==> config.mk <==
export PLATFORM = sky130hd
export DESIGN_NAME = sseg_scan_hex_encoder
export DESIGN_NICKNAME = d
export VERILOG_FILES = /design/src/rtl/sseg_scan_hex_encoder.sv
export SDC_FILE = /design/constraint.sdc
export NUM_CORES = 1
export LEC_CHECK = 0
export ABC_AREA = 1
export CAP_MARGIN = 15
export CORE_ASPECT_RATIO = 0.8
export CORE_MARGIN = 3
export CORE_UTILIZATION = 30
export DETAILED_ROUTE_END_ITERATION = 12
export PLACE_DENSITY = 0.49
export REMOVE_ABC_BUFFERS = 1
export SYNTH_ARGS = -nofsm -noshare
export SYNTH_HDL_FRONTEND = slang
export SYNTH_SLANG_ARGS = --single-unit
==> constraint.sdc <==
create_clock -name Clk -period 2.1 [get_ports Clk]
set_input_delay 0.63 -clock Clk [delete_from_list [all_inputs] [get_ports Clk]]
set_output_delay 0.63 -clock Clk [all_outputs]
set_load 0.05 [all_outputs]
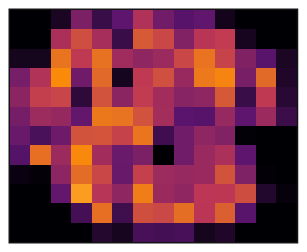
Figure 1: cell density map.
(2 px per micron) 14 x 12 tiles, from black (low) to pale yellow (high), 0 to 100% covered.
- nearly empty tiles: 20%
- mean over tiles: 32%
- tiles over 75% full: 0.60%
total core area: 14500 sq um
final core occ: 37.8%
Init Core Util: 31.2%

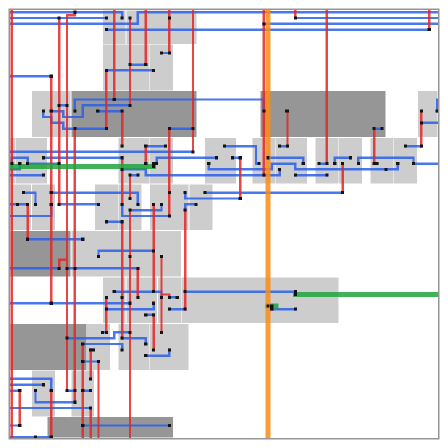
Figure 2: close-up of the layout.
Region (59, 45) to (84, 70) microns. Cells in gray, sequential cells in the stronger gray; small squares are vias.
- orange: metal 4
- red: metal 2
- green: metal 3
- blue: metal 1
- sequential cells in the window: 3
- most frequent: nand2_1 (9), inv_1 (6)
- cells with their middle in the window: 35

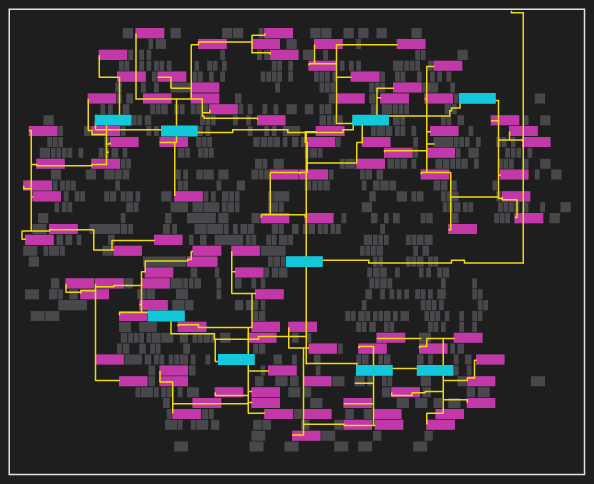
Figure 3: routed clock nets over the placement.
(4 px per micron)
- magenta: flip-flops (count 100)
- yellow: clock wires (length 1310 microns)
- cyan: clock drivers (count 9)
- routed clock nets: 10
- flops lie: all over the die
skew final: 0.00791 ns
Worst-Skew Late Latency: 0.35 ns
P_clk: 0.00169 W
Clk network pwr share: 45.1%

==> CHANGELOG.md <==
### Metrics

* Status: complete, no violations
* Adder share at less than 1%
* Commonest flop: dfxtp_1
* Synthesis area per yosys at 4530 sq um
* RSZ-0062 raised after global routing: no
* Register-to-register path setup slack at 0.19 ns
* Worst Path Arrival at between 2 and 2.5 ns
* Nets at 723
* R2r worst-path depth at 13
* First-pass GRT wire length at roughly 17000 microns
* Initial antenna violation count at 0
* Met3 Use GR at 3.80%
* Met2 global-route usage at approximately 20%
* Cell taking the most area after synthesis: dfxtp_1
* Crit-path cells: inv_2 > nor2_4 > inv_2 > nand3_1 > nand2_1 > nand2_1 > nor2_8 > buf_4 > nor2_8 > buf_6 > nand2_1 > nand2_1 > a21oi_1
* Buffers plus inverters on the worst setup path at 4
* Routed vias/inst at between 4 and 5
* Port Buffers at a little over 40
* Vias at 3949
* Flop area at around 2000 sq um
* CTS buffer count at 9
* Chip Area at ~17000 sq um
* Die width at 143 microns
* Hold Crit Depth at 2
* Io pins at roughly 42
* PD cells at about 680 nW/um^2
* Largest cell class: multi-input combinational cells
* Synth Area in XOR/XNOR at approximately 3.5%
* Routed Antenna Nets at 0
* Critical Path RT at approximately 2.3 ns
* CTS tree: yes
* Critical Path Source Type: flop
* Slew HR at approximately three quarters
* Non-clk bufs at about 62
* Setup TNS at 0 ns
* Simple share at a little over a third
* Most frequent logic cell in the layout: nand2_1
* Unique cell types at 31
* CP dominant cell by count: nand2_1
* Worst slew pin tran at between 0.3 and 0.4 ns
* Top Layout Cells: 175 x nand2_1, 107 x nor2_1, 99 x dfxtp_1
* Inverter count at 75
* Fin cells at around 890
* Area share, top type at between 40% and 50%
* Critical Path Fanout Max at 17
* Row Count at 39
* Post-synth seq share at ~44%
* Post-synth mux share at 0%
* Peak supply drop at around 390 uV
* Drt pass-1 iters at 5
* NonClk Buf Share at under 10%
* Flip-flops at about 100
* Vias in the first global route at around 3700
* Die H at 116 microns
* Met1 usage at a little under a fifth
* Top-count cell post-synth: nand2_1
* Iteration-0 DRC Markers at around 250
* Ys cells at roughly 650
* Sink Count at around 100
* Endpoints failing setup at 0
* Placed Area at 5130 sq um
* Fraction of area in multi-input gates at 39.2%
* CP Depth at 13
* # diodes at 0
* GRT Util Overall at between 10% and 20%
* Clock root cell: clkbuf_16
* EDFF count, synth at 0
* Ys flops at about 100
* Detailed Route WL at approximately 11000 microns
* CTS max path bufs at 2
* GPL Wtd Cong at roughly 0.85
* Logic family by area: simple AND/OR/NAND/NOR gates
* Critical-path top delay cell: dfxtp_1
* Place WS at -0.0380 ns
* Endpoint type of the worst setup path: flop
* Largest net degree at the start of global routing at around 59
* Clock buffers at 12
* PnR worst setup slack at approximately 0.19 ns
* Total Power at approximately 0.0037 W
* Layout cells sized above 1 at around 15%
* Crit share post-route at 90.9%
* Overflow after GRT at 0
* Drt wl/cell at between 10 and 15 microns
* Clock transition at path regs at ~0.07 ns
* Leak at about 2.6 nW
* Final Hold Slack at approximately 0.46 ns
* Top cells by count: 175 x nand2_1, 107 x nor2_1, 100 x dfxtp_1, 71 x inv_1, 37 x nand3_1
* Clock buf/inv share at 5.51%
* Complex Gates by Area at 7.09%
* Multi-In Gates at around 460
* Critical path type: reg2reg
* DR DRC count at 0
* Cell area leaders: dfxtp_1 44%, nand2_1 14%, nor2_1 8.9%
* Fmax achieved at roughly 0.52 GHz
* Logic area at roughly 2200 sq um
* Number of max-cap violations at 0
* P&R area growth vs syn at 21.3%
* Syn_area_per_cell at roughly 7 sq um
* Min-Delay Path Class: reg2reg
* CP peak stage delay at 0.43 ns
* Hpwl dp at ~7300 microns
* GRT Max-Usage Layer: met2
* Ys async rst share at 0%
* Mapped Cells at approximately 650
* Ys Warns at 0
* Final Hold Vio Count at 0
* Pins Over Slew Limit at 0
* Hold-fix buffers, CTS at 0
* Placed cells at 872
* Stage-log warning count at 26
* Top delay family on crit path: simple AND/OR/NAND/NOR gates
* CTS H-Tree Depth at 3
* Seq/total area at 36.4%
* Minimum clock period at roughly 1.9 ns
* Fillcell total at around 1600
* Tapcell Cnt at ~180
* Post-route cell area at 5500 sq um
* Post-synthesis cell area at roughly 4500 sq um
==> per-layer routing <==
layer | part of all wire (%) | routed length, microns
met5 | 0 | 0
met4 | 1.1 | 120
met3 | 4.6 | 491
met2 | 42 | 4400
met1 | 53 | 5570
==> where the power goes <==
part	switching (W)	leakage [nW]	total (W)	internal (W)
Clock	0.000702	0.145	0.00169	0.000985
Sequential	0.0000158	0.811	0.00193	0.00192
Combinational	0.0000534	1.66	0.000117	0.0000632
Total	0.000771	2.62	0.00374	0.00297
==> repair_timing <==
action | in CTS | in global routing
buffers inserted | 0 | 5
gates resized | 0 | 6
setup endpoints to repair | 0 | 25
==> worst reg2reg max path, delay by kind of cell (launching register included) <==
kind            cells  cell delay (ns)
buf+inv             4             0.55
flops               1             0.43
compound gates      1             0.04
simple gates        8             0.77
Power and IR drop assume default switching activity.
